File: src/rtl/timer_reg_ctrl.sv
// Bus-side register controller for the 64-bit machine timer: atomic mtimecmp
// updates from 32-bit writes, coherent mtime reads, and gated timer interrupt.
module timer_reg_ctrl #(
  parameter logic [63:0] CMP_RST = 64'hFFFF_FFFF_FFFF_FFFF,
  parameter logic        IE_RST  = 1'b0
) (
  input  logic        clk,
  input  logic        rst_n,
  input  logic        bus_req,
  input  logic        bus_we,
  input  logic [4:0]  bus_addr,
  input  logic [31:0] bus_wdata,
  output logic [31:0] bus_rdata,
  output logic        bus_ack,
  input  logic [63:0] mtime,
  input  logic        int_timer,
  output logic [63:0] mtimecmp,
  output logic        irq_timer
);

  typedef enum logic {B_IDLE, B_ACK}    bus_state_t;
  typedef enum logic {C_IDLE, C_STAGED} cmp_state_t;

  bus_state_t  bus_state;
  cmp_state_t  cmp_state;
  logic [31:0] staging;
  logic [31:0] shadow_hi;
  logic        shadow_vld;
  logic        ie;
  logic [31:0] rd_hold;
  logic [31:0] rd_mux;
  logic [2:0]  reg_idx;
  logic        addr_unused;

  always_comb begin
    reg_idx     = bus_addr[4:2];
    addr_unused = ^bus_addr[1:0];
    rd_mux      = '0;
    case (reg_idx)
      3'd0: rd_mux = mtime[31:0];
      3'd1: rd_mux = shadow_vld ? shadow_hi : mtime[63:32];
      3'd2: rd_mux = mtimecmp[31:0];
      3'd3: rd_mux = mtimecmp[63:32];
      3'd4: rd_mux = {31'b0, ie};
      3'd5: rd_mux = {29'b0, shadow_vld, (cmp_state == C_STAGED), int_timer};
      default: rd_mux = '0;
    endcase
  end

  // Read data and all side effects are taken at the accept edge; the ack
  // cycle only publishes the held read data.
  always_ff @(posedge clk or negedge rst_n) begin
    if (!rst_n) begin
      bus_state  <= B_IDLE;
      cmp_state  <= C_IDLE;
      staging    <= '0;
      shadow_hi  <= '0;
      shadow_vld <= 1'b0;
      ie         <= IE_RST;
      rd_hold    <= '0;
      bus_rdata  <= '0;
      bus_ack    <= 1'b0;
      mtimecmp   <= CMP_RST;
      irq_timer  <= 1'b0;
    end else begin
      irq_timer <= int_timer & ie;
      bus_ack   <= 1'b0;
      case (bus_state)
        B_IDLE: begin
          if (bus_req) begin
            bus_state <= B_ACK;
            rd_hold   <= bus_we ? '0 : rd_mux;
            if (!bus_we) begin
              if (reg_idx == 3'd0) begin
                shadow_hi  <= mtime[63:32];
                shadow_vld <= 1'b1;
              end else if (reg_idx == 3'd1) begin
                shadow_vld <= 1'b0;
              end
            end else begin
              case (reg_idx)
                3'd2: begin
                  staging   <= bus_wdata;
                  cmp_state <= C_STAGED;
                end
                3'd3: begin
                  mtimecmp  <= {bus_wdata,
                                (cmp_state == C_STAGED) ? staging : mtimecmp[31:0]};
                  cmp_state <= C_IDLE;
                end
                3'd4: ie <= bus_wdata[0];
                default: ;
              endcase
            end
          end
        end
        B_ACK: begin
          bus_ack   <= 1'b1;
          bus_rdata <= rd_hold;
          bus_state <= B_IDLE;
        end
        default: bus_state <= B_IDLE;
      endcase
    end
  end

endmodule

File: config.mk
export PLATFORM = sky130hd
export DESIGN_NAME = timer_reg_ctrl
export DESIGN_NICKNAME = d
export VERILOG_FILES = /design/src/rtl/timer_reg_ctrl.sv
export SDC_FILE = /design/constraint.sdc
export NUM_CORES = 1
export LEC_CHECK = 0
export ABC_AREA = 1
export CORE_UTILIZATION = 55
export DETAILED_ROUTE_END_ITERATION = 8
export DONT_BUFFER_PORTS = 1
export HOLD_SLACK_MARGIN = 0.08
export PLACE_DENSITY = 0.7
export SLEW_MARGIN = 20
export SYNTH_ARGS = -nofsm -noshare
export SYNTH_HDL_FRONTEND = slang
export SYNTH_SLANG_ARGS = --single-unit
File: constraint.sdc
create_clock -name clk -period 1.6 [get_ports clk]
set_input_delay 0.16 -clock clk [delete_from_list [all_inputs] [get_ports clk]]
set_output_delay 0.16 -clock clk [all_outputs]
set_load 0.01 [all_outputs]
Signal wires on met1:
Supply wires on this layer in grey.
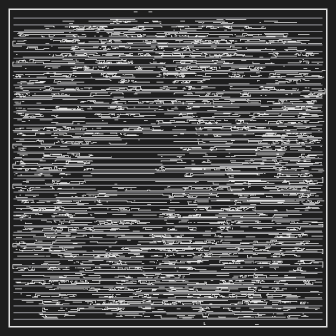
wire length on this layer: 10500 um
longest straight run: 71.8 um
main direction: horizontal
nets with wire on the layer: 1185

Met2 routing:
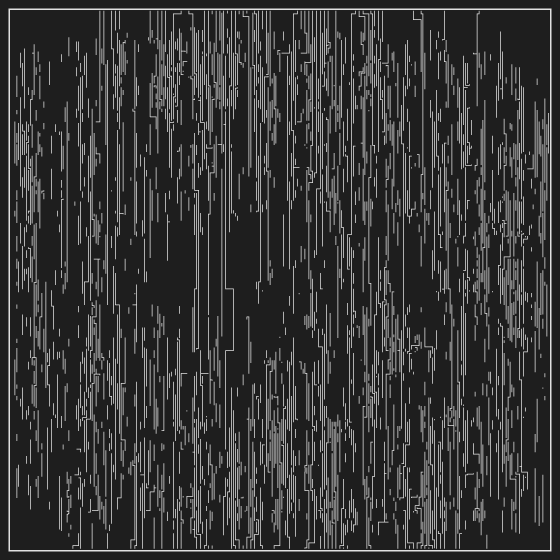
nets with wire on the layer: 970
longest straight run: 58.1 um

Signal wires on met3:
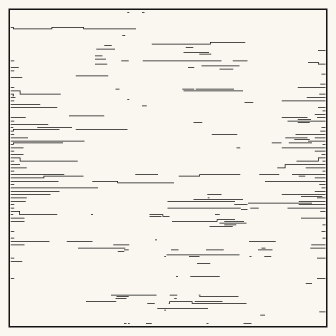
main direction: horizontal
wire length on this layer: 1650 um
longest straight run: 35.2 um
nets with wire on the layer: 164
share of all routed wire: 7.0%

==> flow_metrics.py <==
# Flow results
metrics = {
    "final_timing": {
        "hold_violations": 198,
        "setup-tns-final_ns": 0,
        "fin_hold_ws_ns": -0.579,
        "fin_worst_skew_ns": 0.0108,
        "tightest_slew_ns": 0.455,
        "final.min_clock_period_ns": 1.49,
        "max_clock_freq_mhz": 671,
    },
    "worst_setup_path": {
        "crit_path_end": "shadow_hi[13]$_DFFE_PN0P_",
        "timing.rr.end": "shadow_hi[13]$_DFFE_PN0P_",
        "cp.arrival_ns": 1.79,
        "required_ns": 1.90,
        "r2r-start": "bus_state$_DFF_PN0_",
        "cp_num_buf_inv": 3,
        "crit_fanout": 62,
        "r2r_setup_slack_ns": 0.11,
        "critPathKind": "flop to flop",
        "start_kind": "flop",
        "crit_family": "simple AND/OR/NAND/NOR gates",
        "rr_worst_depth": 9,
        "crit_slowest_cell": "dfrtp_1",
        "cp.depth": 9,
    },
    "finish": {
        "nFillCells": 1218,
        "postLayoutCellArea_um2": 10700,
        "drive_gt1_frac": 0.114,
        "syn2layout_area_growth_pct": 21.6,
    },
    "synthesis": {
        "postSynthAreaPerCell_um2": 7.95,
        "ys_ff": 198,
        "synthCells": 1106,
        "syn_nets": 1212,
        "synthDistinctLibCells": 19,
        "synth_seq_share": 0.573,
        "synth.area.top_cells": "dfrtp_1 38%, nand2_1 24%, dfstp_2 19%",
        "ff_type": "dfrtp_1",
        "synth_top_cell_by_count": "nand2_1",
        "syn_area_um2": 8790,
        "ys_async_sr_fraction": 1.00,
        "top_area_frac": 0.381,
        "top_area_cell": "dfrtp_1",
        "ys_cells": 1106,
        "ys_warn_count": 0,
    },
    "global_routing": {
        "grt_pass1_vias": 7132,
        "overflow": 0,
        "grt_usage": 0.295,
        "grt_max_degree": 199,
    },
    "detailed_routing": {
        "routed_wl_mm": 23.5,
        "drtIter0Drc": 520,
        "routedWlPerCell_um": 16.6,
        "final_antenna_net_count": 0,
        "vias_per_cell": 5.31,
        "via_count": 7517,
    },
    "power_and_ir_drop": {
        "power_mw": 12.7,
        "p_per_area_nw_per_um2": 1190,
        "peakVddDrop_v": 0.000709,
    },
    "placement": {
        "dp_hpwl_mm": 15.0,
        "port_buffers": 0,
        "place_area_um2": 9050,
    },
    "die": {
        "initial_core_util": 0.572,
        "coreArea_um2": 15400,
        "die_w_um": 128,
        "die_h_um": 128,
        "dieArea_um2": 16500,
    },
    "flow_run": {
        "warnings": 32,
    },
    "cts": {
        "clockBufferDepth": 2,
        "cts-root-buf": "clkbuf_16",
    },
    "run_status": {
        "status": "finished with violations",
        "violations": "hold timing",
    },
    "min_path": {
        "hold_class": "input pin to async pin",
    },
}
M4 wires:
The bar under the picture is 50 um long. Supply wires on this layer in grey.
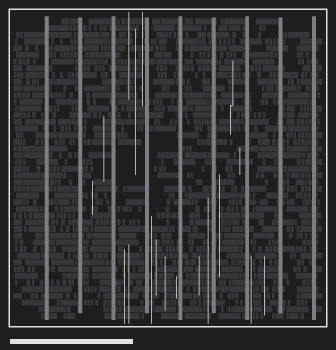
share of all routed wire: 2.3%
main direction: vertical
longest straight run: 59.2 um
nets with wire on the layer: 14

Clock nets:
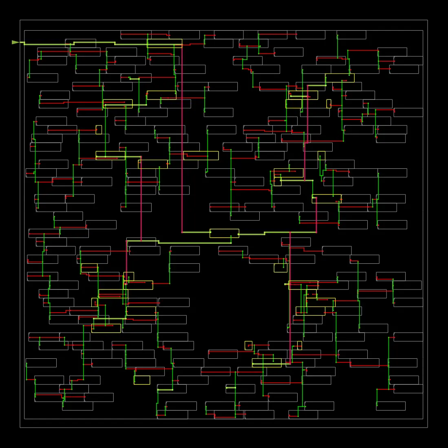
FF+latch count: 198
clk latency late pin: 0.43 ns
clk sink count: 198
CTS Buf Count: 17

-- cells in the final DEF, fill, tap and decap left out, drive strengths merged, types with 6 or more instances in the layout --
cell type,instances
clkbuf,22
o21ai,155
dfrtp,134
dlygate4sd3,103
nor2,12
nand4,6
buf,25
nand3,43
dfstp,64
inv,75
nand2,557
-- report_power, final --
group          switching, mW  internal, mW
clock network           1.88          2.45
registers              0.778          5.98
logic                  0.925         0.695
-- cell families (layout without fill, tap and decap cells) --
kind of cell / after synthesis / in the layout / share of synthesized area
other cells: 0 / 1 / 0
compound gates: 156 / 156 / 0.0888
buf+inv: 133 / 231 / 0.0615
simple gates: 619 / 619 / 0.277
flops: 198 / 198 / 0.573
-- area by class of cell --
type,instances,area [um2],share of cell area
Clock buffer,22,474,0.0444
Inverter,71,268,0.0250
Tap cell,211,264,0.0247
Clock inverter,10,118,0.0110
Multi-Input combinational cell,775,3230,0.303
Sequential cell,198,5040,0.471
Antenna cell,1,2.50,0.000234
Timing Repair Buffer,128,1290,0.121
-- metal layers --
metal,global-route usage,up-vias,part of all wire
met5,0,-,0
met4,0.103,0,0.023
met3,0.0615,38,0.070
met2,0.459,287,0.46
met1,0.414,3569,0.45
li1,-,3623,-
-- through the flow --
step | cells | worst slack (ns)
floorplan | 1106 | 0.120
finish | 1416 | 0.109
CTS | 1415 | 0.0262
global route | 1416 | 0.0292
detailed placement | 1279 | 0.104
global placement | 1279 | 0.184
-- timing repair --
action | in CTS | in global routing
hold buffers | 104 | 1
resized | 0 | 1
buffers inserted | 0 | 1
endpoints found under the setup margin | 0 | 3
hold endpoints to repair | 330 | 199
